==> images/cell_classes.png <==
(2 px per µm)
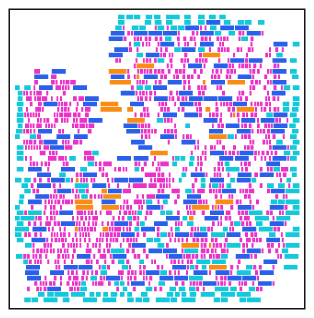
==> images/final_placement.png <==
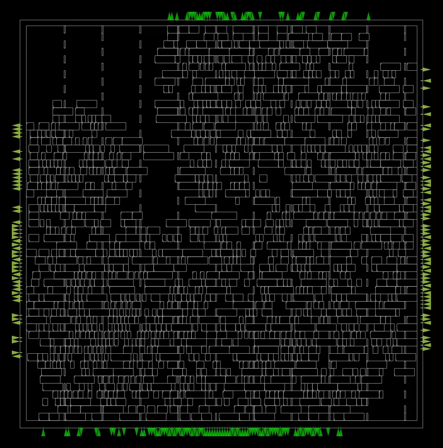
==> src/rtl/lsu_sequencer.sv <==
// Load/store sequencer: issues one memory beat for aligned requests, or a run of
// byte beats for misaligned half/word requests, then holds the response until accepted.
module lsu_sequencer #(
    parameter int unsigned AWIDTH = 32,
    parameter int unsigned DWIDTH = 32
) (
    input  logic              clk,
    input  logic              rst,
    input  logic              req_valid_i,
    output logic              req_ready_o,
    input  logic              req_we_i,
    input  logic [AWIDTH-1:0] req_addr_i,
    input  logic [DWIDTH-1:0] req_wdata_i,
    input  logic [1:0]        req_size_i,
    input  logic              req_unsigned_i,
    output logic              resp_valid_o,
    input  logic              resp_ready_i,
    output logic [DWIDTH-1:0] resp_rdata_o,
    output logic [AWIDTH-1:0] mem_addr_o,
    output logic [DWIDTH-1:0] mem_data_o,
    output logic [1:0]        mem_size_o,
    output logic              mem_unsigned_load_o,
    output logic              mem_read_en_o,
    output logic              mem_write_en_o,
    input  logic [DWIDTH-1:0] mem_data_i,
    output logic [15:0]       split_cnt_o
);

    localparam logic [1:0] MEM_SIZE_BYTE = 2'b00;
    localparam logic [1:0] MEM_SIZE_HALF = 2'b01;

    typedef enum logic [1:0] {
        IDLE,
        ACCESS,
        RESP
    } state_e;

    state_e            state_q, state_d;
    logic              we_q, we_d;
    logic [AWIDTH-1:0] addr_q, addr_d;
    logic [DWIDTH-1:0] wdata_q, wdata_d;
    logic [1:0]        size_q, size_d;
    logic              uns_q, uns_d;
    logic              mis_q, mis_d;
    logic [1:0]        beat_q, beat_d;
    logic [DWIDTH-1:0] asm_q, asm_d;
    logic [DWIDTH-1:0] rdata_q, rdata_d;
    logic [15:0]       split_q, split_d;

    logic [DWIDTH-1:0] asm_lane;
    logic [DWIDTH-1:0] asm_ext;
    logic [7:0]        wbyte;
    logic [1:0]        last_idx;
    logic              req_mis;

    // Any size code other than byte/half is treated as a word.
    function automatic logic misaligned(input logic [1:0] size, input logic [1:0] lo);
        if (size == MEM_SIZE_BYTE) begin
            return 1'b0;
        end
        if (size == MEM_SIZE_HALF) begin
            return lo[0];
        end
        return lo != 2'b00;
    endfunction

    assign req_mis      = misaligned(req_size_i, req_addr_i[1:0]);
    assign resp_rdata_o = rdata_q;
    assign split_cnt_o  = split_q;

    always_comb begin
        asm_lane = asm_q;
        wbyte    = '0;
        for (int unsigned k = 0; k < 4; k++) begin
            if (beat_q == 2'(k)) begin
                asm_lane[8*k +: 8] = mem_data_i[7:0];
                wbyte              = wdata_q[8*k +: 8];
            end
        end

        if (size_q == MEM_SIZE_HALF) begin
            asm_ext = uns_q ? {{(DWIDTH-16){1'b0}}, asm_lane[15:0]}
                            : {{(DWIDTH-16){asm_lane[15]}}, asm_lane[15:0]};
        end else begin
            asm_ext = asm_lane;
        end

        if (!mis_q) begin
            last_idx = 2'd0;
        end else if (size_q == MEM_SIZE_HALF) begin
            last_idx = 2'd1;
        end else begin
            last_idx = 2'd3;
        end
    end

    always_comb begin
        state_d = state_q;
        we_d    = we_q;
        addr_d  = addr_q;
        wdata_d = wdata_q;
        size_d  = size_q;
        uns_d   = uns_q;
        mis_d   = mis_q;
        beat_d  = beat_q;
        asm_d   = asm_q;
        rdata_d = rdata_q;
        split_d = split_q;

        req_ready_o         = 1'b0;
        resp_valid_o        = 1'b0;
        mem_addr_o          = '0;
        mem_data_o          = '0;
        mem_size_o          = '0;
        mem_unsigned_load_o = 1'b0;
        mem_read_en_o       = 1'b0;
        mem_write_en_o      = 1'b0;

        case (state_q)
            IDLE: begin
                req_ready_o = 1'b1;
                if (req_valid_i) begin
                    we_d    = req_we_i;
                    addr_d  = req_addr_i;
                    wdata_d = req_wdata_i;
                    size_d  = req_size_i;
                    uns_d   = req_unsigned_i;
                    mis_d   = req_mis;
                    beat_d  = '0;
                    asm_d   = '0;
                    state_d = ACCESS;
                    if (req_mis && split_q != '1) begin
                        split_d = split_q + 16'd1;
                    end
                end
            end

            ACCESS: begin
                mem_addr_o          = addr_q + AWIDTH'(beat_q);
                mem_size_o          = mis_q ? MEM_SIZE_BYTE : size_q;
                mem_unsigned_load_o = mis_q | uns_q;
                mem_read_en_o       = !we_q;
                mem_write_en_o      = we_q;
                if (we_q) begin
                    mem_data_o = mis_q ? {{(DWIDTH-8){1'b0}}, wbyte} : wdata_q;
                end else if (mis_q) begin
                    asm_d = asm_lane;
                end

                if (beat_q == last_idx) begin
                    state_d = RESP;
                    if (we_q) begin
                        rdata_d = '0;
                    end else begin
                        rdata_d = mis_q ? asm_ext : mem_data_i;
                    end
                end else begin
                    beat_d = beat_q + 2'd1;
                end
            end

            RESP: begin
                resp_valid_o = 1'b1;
                if (resp_ready_i) begin
                    state_d = IDLE;
                end
            end

            default: state_d = IDLE;
        endcase

        // Enables must drop in the same cycle reset is asserted, not one edge later.
        if (!rst) begin
            mem_read_en_o  = 1'b0;
            mem_write_en_o = 1'b0;
        end
    end

    always_ff @(posedge clk) begin
        if (!rst) begin
            state_q <= IDLE;
            we_q    <= 1'b0;
            addr_q  <= '0;
            wdata_q <= '0;
            size_q  <= '0;
            uns_q   <= 1'b0;
            mis_q   <= 1'b0;
            beat_q  <= '0;
            asm_q   <= '0;
            rdata_q <= '0;
            split_q <= '0;
        end else begin
            state_q <= state_d;
            we_q    <= we_d;
            addr_q  <= addr_d;
            wdata_q <= wdata_d;
            size_q  <= size_d;
            uns_q   <= uns_d;
            mis_q   <= mis_d;
            beat_q  <= beat_d;
            asm_q   <= asm_d;
            rdata_q <= rdata_d;
            split_q <= split_d;
        end
    end

endmodule

==> config.mk <==
export PLATFORM = sky130hd
export DESIGN_NAME = lsu_sequencer
export DESIGN_NICKNAME = d
export VERILOG_FILES = /design/src/rtl/lsu_sequencer.sv
export SDC_FILE = /design/constraint.sdc
export NUM_CORES = 1
export LEC_CHECK = 0
export ABC_AREA = 1
export CORE_AREA = 2 2 145 147
export CTS_BUF_LIST = sky130_fd_sc_hd__clkbuf_16
export DETAILED_ROUTE_END_ITERATION = 12
export DIE_AREA = 0 0 147 149
export GPL_ROUTABILITY_DRIVEN = 0
export PLACE_DENSITY_LB_ADDON = 0.3
export SLEW_MARGIN = 20
export SYNTH_ARGS = -nofsm -noshare
export SYNTH_HDL_FRONTEND = slang
export SYNTH_SLANG_ARGS = --single-unit
==> constraint.sdc <==
create_clock -name clk -period 3.45 [get_ports clk]
set_clock_uncertainty 0.1 [all_clocks]
set_input_delay 0.5175 -clock clk [delete_from_list [all_inputs] [get_ports clk]]
set_output_delay 0.5175 -clock clk [all_outputs]
set_load 0.1 [all_outputs]
==> results.cfg <==
; implementation run metrics
[run_status]
status = completed

[routing]
route.met2.wl_mm = 11.9
vias_per_cell = 5.05
route.detailed.wl_per_inst_um = 14.4
num_vias = 8911
wl_met3_mm = 1.43
dr.pass1.iters = 7
drc = 0

[setup_path]
reg2reg_slack_ns = 0.81
critPathLaunchType = flop
crit_family = buffers and inverters
r2r_start = beat_q[1]$_SDFFE_PN0P_
cp-startpoint = beat_q[1]$_SDFFE_PN0P_
crit_end = mem_data_o[7]
critPathRequiredTime_ns = 2.83
crit_type = reg2out
end_kind = output port
worst-path-stages = 9
arrival_ns = 2.60
slowest_stage = dfxtp_1

[min_path]
hold_path.startpoint = asm_q[5]$_SDFFE_PN0P_
hold_path_class = reg2reg

[yosys]
yosysChipArea_um2 = 8250
ys_sh_xor_pct = 1.68
ys_ff = 153
adder_share_pct = 1.30
edf_count = 0
yosysWarnings = 0
synthArstFlopShare_pct = 0
synth_nets = 1408
most_common_cell = nand2_1
synth.top_cell.area_share_pct = 37.1
top_cells_by_count = nand2_1 (273), nor2_1 (228), o21ai_0 (186)
synthAoiAreaFrac_pct = 22.7

[cells_and_area]
post-route-util_pct = 55.7
n_all_buffers = 234
antenna_cells = 2
largestClassByArea = multi-input combinational cells
layout-drive-gt1-share_pct = 11.9
clkCellAreaFrac_pct = 4.87
comb-cell-share_pct = 39.2
buffer_area_share_pct = 22.5
layout_top_cell = nand2_1
fin_area_um2 = 11500
layout.nets = 1589
syn2layout_area_growth_pct = 38.8

[timing]
worstMarginPinSlew_ns = 1.02
min_period_ns = 3.22
setup_viol = 0
timing.final.ws_setup_ns = 0.230
drv_slew = 0

[place]
post-place-cells = 1733
place_area_um2 = 10900
port_buffers = 222
post-dp-hpwl_mm = 18.0

[power]
p_comb_share_pct = 32.3
ir_drop_mv = 0.391
power.total_mw = 5.85
swShare_pct = 38.2
p_clk_share_pct = 30.8
p_int_mw = 3.62
p_seq_share_pct = 36.9
p_clk_mw = 1.80

[job]
drv_cap = 0

[clocking]
cts_made_buffers = 17
htreeDepth = 4
cts_resized = 0
clockRootBuffer = clkbuf_16
cts_tree = yes

[grt]
grt_pass1_wl_mm = 41.3
busiest_layer = met2
overflow = 0
grt_max_degree = 74

[floorplan]
num_io_pins = 223
die_y_um = 149
chip_area_um2 = 21900
About cell_classes.png:
colour	class	cells	share of their area
blue	flip-flops	153	28%
orange	clock drivers and dummy loads	31	5.0%
magenta	all other logic	1071	44%
cyan	other buffers and delay cells	234	23%

About final_placement.png:
FP Rows: 53
fillers: 2053
non-filler instance count after layout: 1766
Seq/total area: 26.8%

